`src/rtl/status_tx.sv`:
```
// status_tx: serial transmitter for FPGA-to-MBED status words.
// Shifts a latched parallel word out MSB-first on tx_data, one bit per
// four-phase handshake: tx_data settles, tx_confirm rises, MBED raises ack,
// tx_confirm falls, MBED drops ack, next bit.
// Optional feature: define STATUS_TX_PARITY_EN to append an even-parity bit
// (XOR of the latched word) after the LSB, sent with the same handshake.
module status_tx #(
    parameter int WIDTH          = 10,
    parameter int SETUP_CYCLES   = 4,
    parameter int TIMEOUT_CYCLES = 50000
) (
    input  logic             clk,
    input  logic             reset,
    input  logic             load,
    input  logic [WIDTH-1:0] word_in,
    input  logic             ack_in,
    output logic             tx_data,
    output logic             tx_confirm,
    output logic             busy,
    output logic             done,
    output logic             timeout
);

`ifdef STATUS_TX_PARITY_EN
    localparam int NBITS = WIDTH + 1;
`else
    localparam int NBITS = WIDTH;
`endif
    localparam int BC_W = $clog2(NBITS + 1);
    localparam int SC_W = $clog2(SETUP_CYCLES + 1);
    localparam int WC_W = $clog2(TIMEOUT_CYCLES + 1);

    localparam logic [BC_W-1:0] BIT_LAST   = BC_W'(NBITS - 1);
    localparam logic [SC_W-1:0] SETUP_LAST = SC_W'(SETUP_CYCLES - 1);
    localparam logic [WC_W-1:0] WAIT_LAST  = WC_W'(TIMEOUT_CYCLES - 1);

    typedef enum logic [2:0] {
        S_IDLE,
        S_SETUP,
        S_STROBE,
        S_RELEASE,
        S_DONE
    } state_t;

    state_t           state_q, state_d;
    logic [NBITS-1:0] shift_q, shift_d;
    logic [BC_W-1:0]  bit_cnt_q, bit_cnt_d;
    logic [SC_W-1:0]  setup_cnt_q, setup_cnt_d;
    logic [WC_W-1:0]  wait_cnt_q, wait_cnt_d;
    logic             tx_data_q, tx_data_d;
    logic             tx_confirm_q, tx_confirm_d;
    logic             busy_q, busy_d;
    logic             done_q, done_d;
    logic             timeout_q, timeout_d;
    logic             ack_s1_q, ack_s_q;

    // Frame as it will be shifted out: the word, plus the parity bit if built.
    function automatic logic [NBITS-1:0] load_frame(input logic [WIDTH-1:0] w);
`ifdef STATUS_TX_PARITY_EN
        return {w, ^w};
`else
        return w;
`endif
    endfunction

    // Two-flop synchronizer for the asynchronous MBED acknowledge.
    always_ff @(posedge clk) begin
        if (reset) begin
            ack_s1_q <= 1'b0;
            ack_s_q  <= 1'b0;
        end else begin
            ack_s1_q <= ack_in;
            ack_s_q  <= ack_s1_q;
        end
    end

    // Handshake sequencing; all outputs are computed here and registered.
    always_comb begin
        state_d      = state_q;
        shift_d      = shift_q;
        bit_cnt_d    = bit_cnt_q;
        setup_cnt_d  = setup_cnt_q;
        wait_cnt_d   = wait_cnt_q;
        tx_data_d    = tx_data_q;
        tx_confirm_d = tx_confirm_q;
        busy_d       = busy_q;
        done_d       = 1'b0;
        timeout_d    = 1'b0;

        case (state_q)
            S_IDLE: begin
                tx_data_d    = 1'b0;
                tx_confirm_d = 1'b0;
                busy_d       = 1'b0;
                if (load) begin
                    shift_d     = load_frame(word_in);
                    bit_cnt_d   = '0;
                    setup_cnt_d = '0;
                    tx_data_d   = word_in[WIDTH-1];
                    busy_d      = 1'b1;
                    state_d     = S_SETUP;
                end
            end

            S_SETUP: begin
                // The counter saturates so a long-held ack only delays the strobe.
                if (setup_cnt_q == SETUP_LAST && !ack_s_q) begin
                    tx_confirm_d = 1'b1;
                    wait_cnt_d   = '0;
                    state_d      = S_STROBE;
                end else if (setup_cnt_q != SETUP_LAST) begin
                    setup_cnt_d = setup_cnt_q + SC_W'(1);
                end
            end

            S_STROBE: begin
                if (ack_s_q) begin
                    tx_confirm_d = 1'b0;
                    wait_cnt_d   = '0;
                    state_d      = S_RELEASE;
                end else if (wait_cnt_q == WAIT_LAST) begin
                    timeout_d    = 1'b1;
                    tx_confirm_d = 1'b0;
                    tx_data_d    = 1'b0;
                    busy_d       = 1'b0;
                    state_d      = S_IDLE;
                end else begin
                    wait_cnt_d = wait_cnt_q + WC_W'(1);
                end
            end

            S_RELEASE: begin
                if (!ack_s_q) begin
                    if (bit_cnt_q == BIT_LAST) begin
                        done_d    = 1'b1;
                        busy_d    = 1'b0;
                        tx_data_d = 1'b0;
                        state_d   = S_DONE;
                    end else begin
                        shift_d     = shift_q << 1;
                        bit_cnt_d   = bit_cnt_q + BC_W'(1);
                        tx_data_d   = shift_q[NBITS-2];
                        setup_cnt_d = '0;
                        state_d     = S_SETUP;
                    end
                end else if (wait_cnt_q == WAIT_LAST) begin
                    timeout_d    = 1'b1;
                    tx_confirm_d = 1'b0;
                    tx_data_d    = 1'b0;
                    busy_d       = 1'b0;
                    state_d      = S_IDLE;
                end else begin
                    wait_cnt_d = wait_cnt_q + WC_W'(1);
                end
            end

            S_DONE: begin
                tx_data_d = 1'b0;
                busy_d    = 1'b0;
                state_d   = S_IDLE;
            end

            default: begin
                state_d = S_IDLE;
            end
        endcase
    end

    // State, datapath and output registers; reset aborts any transfer at once.
    always_ff @(posedge clk) begin
        if (reset) begin
            state_q      <= S_IDLE;
            shift_q      <= '0;
            bit_cnt_q    <= '0;
            setup_cnt_q  <= '0;
            wait_cnt_q   <= '0;
            tx_data_q    <= 1'b0;
            tx_confirm_q <= 1'b0;
            busy_q       <= 1'b0;
            done_q       <= 1'b0;
            timeout_q    <= 1'b0;
        end else begin
            state_q      <= state_d;
            shift_q      <= shift_d;
            bit_cnt_q    <= bit_cnt_d;
            setup_cnt_q  <= setup_cnt_d;
            wait_cnt_q   <= wait_cnt_d;
            tx_data_q    <= tx_data_d;
            tx_confirm_q <= tx_confirm_d;
            busy_q       <= busy_d;
            done_q       <= done_d;
            timeout_q    <= timeout_d;
        end
    end

    assign tx_data    = tx_data_q;
    assign tx_confirm = tx_confirm_q;
    assign busy       = busy_q;
    assign done       = done_q;
    assign timeout    = timeout_q;

endmodule

```
`config.mk`:
```
export PLATFORM = sky130hd
export DESIGN_NAME = status_tx
export DESIGN_NICKNAME = d
export VERILOG_FILES = /design/src/rtl/status_tx.sv
export SDC_FILE = /design/constraint.sdc
export NUM_CORES = 1
export LEC_CHECK = 0
export ABC_AREA = 1
export CAP_MARGIN = 20
export CORE_ASPECT_RATIO = 0.8
export CORE_UTILIZATION = 62
export CTS_CLUSTER_DIAMETER = 100
export DETAILED_ROUTE_END_ITERATION = 10
export PLACE_DENSITY_LB_ADDON = 0.12
export SLEW_MARGIN = 20
export SYNTH_ARGS = -nofsm -noshare
export SYNTH_HDL_FRONTEND = slang
export SYNTH_SLANG_ARGS = --single-unit
```
`constraint.sdc`:
```
create_clock -name clk -period 2.5 [get_ports clk]
set_input_delay 0.25 -clock clk [delete_from_list [all_inputs] [get_ports clk]]
set_output_delay 0.25 -clock clk [all_outputs]
set_load 0.05 [all_outputs]
```
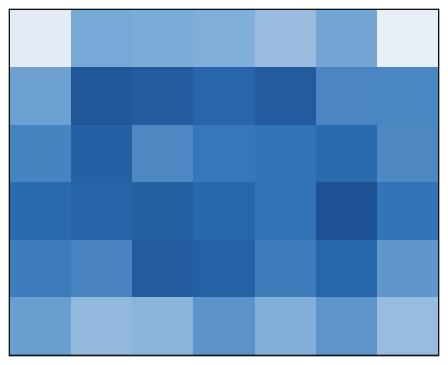
Figure 1: run 1, placement density heat map.
7 x 6 tiles, from white (low) to dark blue (high), 0 to 100% covered.
fullest tile = 86%
tiles over 75% full = 33%
mean over tiles = 64%
Core Box Area: 0.00354 mm²
Initial Utilization: 0.665
Util after Layout: 0.741

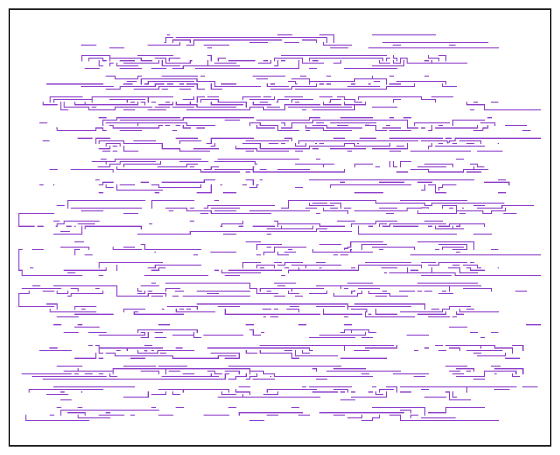
Figure 2: run 1, metal 1.
longest straight run = 23.9 µm
main direction = horizontal
share of all routed wire = 51%

==> results.json, run 1 <==
{
  "r2r.worst_path.cells": 8,
  "end_kind": "register",
  "htreeDepth": 2,
  "clock.fmax_mhz": 510,
  "hold_depth": 2,
  "cp_slowest_stage_delay_ns": 0.52,
  "dp_cells": 415,
  "areaGrowthSynthToFinish_pct": 11.4,
  "area_leaders": "dfxtp_1 (36%), nand2_1 (16%), nor2_1 (11%)",
  "vias": 2264,
  "portBuffers": 18,
  "power_switching_mw": 0.825,
  "synth_cells": 363,
  "overflow": 0,
  "crit_cells": 8,
  "crit_end": "wait_cnt_q[6]",
  "synthDistinctLibCells": 31,
  "avgSynthCellArea_um2": 6.49,
  "top_power_group": "registers",
  "outcome": "finished, violations left",
  "top_area_cell": "dfxtp_1",
  "detail_route.vias_per_cell": 5.35,
  "cts_buffers": 5,
  "peakVddDrop_uv": 531,
  "worst_setup_path_start_kind": "register",
  "fin_area_mm2": 0.00263,
  "grt_pass1_wl_um": 9530,
  "violations": "design-rule violations",
  "clock_latency_ns": 0.29,
  "power_frac_comb": 0.371,
  "p_leak_nw": 1.14,
  "total_power_mw": 2.06,
  "fp_nets": 382,
  "num_antenna_cells": 0,
  "drv_cap": 0,
  "drcViolationCount": 2,
  "cts_hold_buffers": 0,
  "power_frac_clock": 0.217,
  "drive_above_1_share": 0.0892,
  "min_from": "ack_s1_q",
  "drt_iter0_drc": 203,
  "ys.flops": 42,
  "ys_cells": 363
}
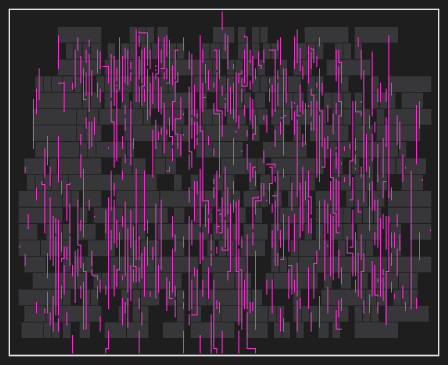
Figure 3: run 1, metal 2.
Cells faint in the background.
longest straight run = 26.9 µm
share of all routed wire = 41%
wire length on this layer = 2190 µm
nets with wire on the layer = 303
main direction = vertical

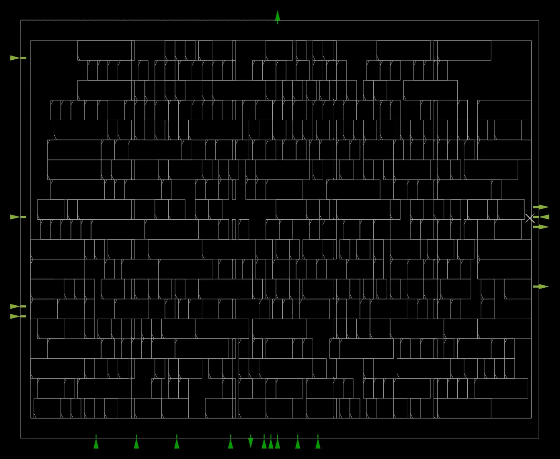
Figure 4: run 1, placed standard cells.
fill count: 306
FP Rows: 19
Tapcell Cnt: 42
flop share of the area: 0.320
Non-Filler Instances: 423

==> run 1: cells by family (layout without fill, tap and decap cells) <==
logic type                 count (synthesis)  count (layout)  share of synthesized area
AOI/OAI and AO/OA                         40              40                     0.0924
xor gates and xnor gates                   2               2                    0.00743
adders and majority gates                  5               5                     0.0265
buffers and inverters                     51              69                     0.0961
DFF                                       42              42                      0.357
and+or+nand+nor                          223             223                      0.421
==> run 1: Yosys cell counts, drive strengths merged <==
cell / number
nand2: 106
nor2: 72
dfxtp: 42
inv: 41
nand3: 29
o21ai: 21
a21oi: 16
buf: 8
nor3: 8
ha: 5
nand4: 4
clkbuf: 2
or2: 2
xor2: 2
a31oi: 1
nand3b: 1
nor4: 1
o21a: 1
o21bai: 1
==> run 1: per-layer routing <==
layer	vias to the layer above	GRT usage	wire length, µm
li1	1176	-	-
met1	1017	0.434	2700
met2	64	0.455	2190
met3	7	0.0618	380
met4	0	0.0686	55
met5	-	0	0
==> run 1: placed cells by master, fill, tap and decap left out, types with 5 or more instances in the layout <==
| cell | n |
|---|---|
| clkdlybuf4s50_1 | 18 |
| nor2_1 | 67 |
| inv_1 | 36 |
| nand2_1 | 99 |
| clkbuf_8 | 6 |
| nor3_1 | 8 |
| o21ai_0 | 21 |
| nand3_1 | 26 |
| ha_1 | 5 |
| a21oi_1 | 13 |
| dfxtp_1 | 42 |
==> run 1: area by class of cell <==
class | count | area, µm² | area share
Clock buffer | 7 | 86.3 | 0.0329
Clock inverter | 1 | 5.00 | 0.00191
Inverter | 41 | 156 | 0.0596
Multi-Input combinational cell | 270 | 1290 | 0.491
Sequential cell | 42 | 841 | 0.320
Tap cell | 42 | 52.6 | 0.0200
Timing Repair Buffer | 20 | 195 | 0.0743
==> run 1 -> run 2 <==
CORE_UTILIZATION = 58   (was 62)
clock period = 2 ns   (was 2.5 ns; I/O delays follow)
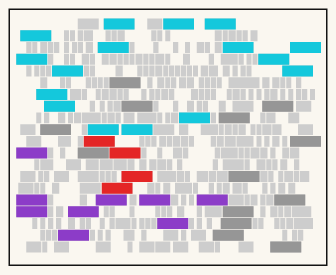
Figure 5: run 2, sequential cells grouped by signal name.
purple -> `shift_q`  # sequential cells 9
red -> `bit_cnt_q`  # sequential cells 4
cyan -> `wait_cnt_q`  # sequential cells 16
Flop area: 841 µm²
Util after Layout: 0.691
flop share of the area: 0.316

==> run 2 against run 1 <==
The flow now finishes without violations. Clock-buffer cell count shrank 1. Largest power group unchanged. Critical endpoint is now wait_cnt_q[8]. First-iteration DRC count shrank 30%. Global-route usage shrank 2.7 points. Sequential power grew 24%. Combinational power grew 29%. Via count shrank 1.1%. Clock power grew 28%. Setup slack lost 0.29 ns.
==> results.json, run 2 <==
{
  "cts_hold_buffers": 0,
  "grt_pass1_vias": 1977,
  "wl_um": 5120,
  "htreeDepth": 2,
  "hold_depth": 3,
  "core-area_mm2": 0.00385,
  "top_area_cell": "dfxtp_1",
  "clock_skew_ns": 0.00273,
  "synthTopLogicFamily": "simple AND/OR/NAND/NOR gates",
  "clock_latency_ns": 0.30,
  "fp.dieH_um": 59.0,
  "overflow": 0,
  "worstMarginPinSlew_ns": 0.490,
  "lay_top_count": "nand2_1",
  "slew_headroom": 0.672,
  "ff_type": "dfxtp_1",
  "p_sw_frac": 0.399,
  "synth_cells": 363,
  "r2r.worst_path.cells": 8,
  "p_leak_nw": 1.15,
  "end_kind": "register",
  "path_clk_slew_ns": 0.08,
  "power_frac_comb": 0.377,
  "vias": 2239,
  "detail_route.vias_per_cell": 5.11,
  "fin_crit_ns": 1.75,
  "drtAntennaViolNets": 0,
  "xor_share": 0.00743,
  "top_regs": "wait_cnt_q x16, shift_q x9, bit_cnt_q x4",
  "grt_max_degree": 16,
  "warnings": 27,
  "worst-r2r-setup-slack_ns": 0.25,
  "dieArea_mm2": 0.00432,
  "synth_top_cell_by_count": "nand2_1",
  "avgSynthCellArea_um2": 6.49,
  "drv_cap": 0,
  "edf_count": 0,
  "dp_hpwl_um": 3820,
  "ys_sh_aoi": 0.0924,
  "muxShareOfSynthArea": 0,
  "worst_slack_ns": 0.248,
  "crit_required_ns": 2.25,
  "die_w_um": 73.3,
  "area_leaders": "dfxtp_1 (36%), nand2_1 (16%), nor2_1 (11%)",
  "syn-cell-area_mm2": 0.00236,
  "largest-register": "wait_cnt_q",
  "cts_buffers": 5,
  "worst_setup_path_start_kind": "register",
  "synth_seq_share": 0.357,
  "drv_slew": 0,
  "peakVddDrop_uv": 624,
  "place_ws_ns": 0.281,
  "synthDistinctLibCells": 31,
  "yosys.area_share.adder": 0.0265,
  "power_density_mw_per_mm2": 979,
  "post-cts-setup-buffer-count": 0,
  "power_switching_mw": 1.04,
  "layout_top_cells": "nand2_1 (99), nor2_1 (67), dfxtp_1 (42)",
  "synth_async_sr_flop_share": 0,
  "hold_path_class": "input pin to register",
  "simple_gate_share": 0.421,
  "ys.flops": 42,
  "p_int_mw": 1.56,
  "areaGrowthSynthToFinish_pct": 12.9,
  "ys_warn_count": 0,
  "fp_util": 0.612,
  "drive_above_1_share": 0.0966,
  "crit_arrival_ns": 2.00,
  "num_antenna_cells": 0,
  "seqPwrFrac": 0.404,
  "drcViolationCount": 0,
  "clockBufferDepth": 2,
  "clock.fmax_mhz": 571,
  "cp_max_fo": 6,
  "portBuffers": 18,
  "ys_cells": 363,
  "power_frac_clock": 0.219,
  "n_fill_cell": 356,
  "clkSinkCount": 42,
  "wl_per_cell_um": 11.7,
  "first_pass_iters": 5,
  "grt_pass1_wl_um": 8920,
  "netlist_top_cells_count": "nand2_1 (99), nor2_1 (67), dfxtp_1 (42)",
  "logic_area_mm2": 0.00129,
  "fp_nets": 382,
  "drt_iter0_drc": 142,
  "outcome": "finished clean"
}
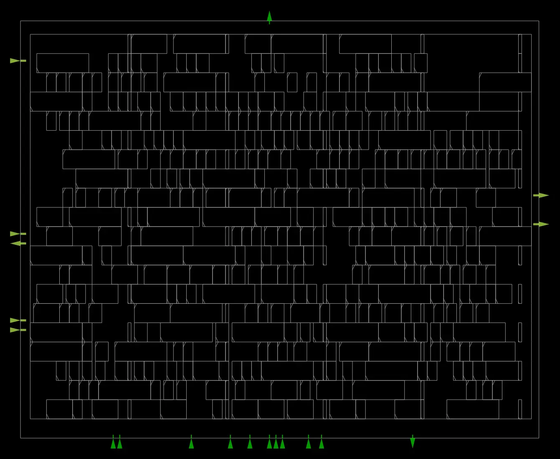
Figure 6: run 2, placed standard cells.
Tapcell Cnt: 55
FP Rows: 20

-- run 2: layout make-up --
class | count | share of cell area
multi-input cells | 270 | 0.485
flip-flops and latches | 42 | 0.316
repair buffers | 22 | 0.0790
inverters | 41 | 0.0588
clock buffers | 6 | 0.0310
well taps | 55 | 0.0259
clock inverters | 2 | 0.00470
-- run 2: cell families after synthesis --
| logic type | Yosys count |
|---|---|
| xor+xnor | 2 |
| buf+inv | 51 |
| simple gates | 223 |
| flops | 42 |
| compound gates | 40 |
| fa+ha+maj | 5 |
-- run 2: power groups by stage --
stage                     Sequential, mW  Combinational (mW)  Clock, mW
after detailed placement            1.07               0.971          0
after CTS                           1.05               0.981      0.587
after global placement              1.07               0.958          0
after global routing                1.07                1.11      0.620
final                               1.05               0.982      0.570
after floorplan                     1.13               0.714          0
-- run 2: final timing paths --
check | from | end
setup / recovery | setup_cnt_q[0] | wait_cnt_q[8]
hold / removal | ack_in | ack_s1_q
setup reg to reg | setup_cnt_q[0] | wait_cnt_q[8]
hold reg to reg | ack_s1_q | ack_s_q
-- run 2: metrics by stage --
step	std cells	area [µm²]	hold WS, ns	power (mW)
6_report	438	2660	0.412	2.60
3_3_place_gp	430	2570	0.392	2.03
3_5_place_dp	430	2570	0.404	2.04
5_1_grt	438	2660	0.422	2.80
2_1_floorplan	363	2360	0.307	1.84
4_1_cts	438	2660	0.407	2.62
-- run 2: worst max-delay path, stage by stage (launching register included) --
cell	delay (ns)
dfxtp_1	0.36
ha_1	0.16
ha_1	0.19
a21oi_1	0.09
nor2_2	0.35
nand2_1	0.22
o21ai_0	0.21
nand2_1	0.08
inv_1	0.05
-- run 2: per-layer routing --
layer,track usage,wire (µm),vias to the layer above
met1,0.407,2700,971
met3,0.0544,362,8
met5,0,0,-
li1,-,-,1181
met2,0.384,1980,79
met4,0.0896,73,0
Power is estimated from default activity; no workload was simulated.
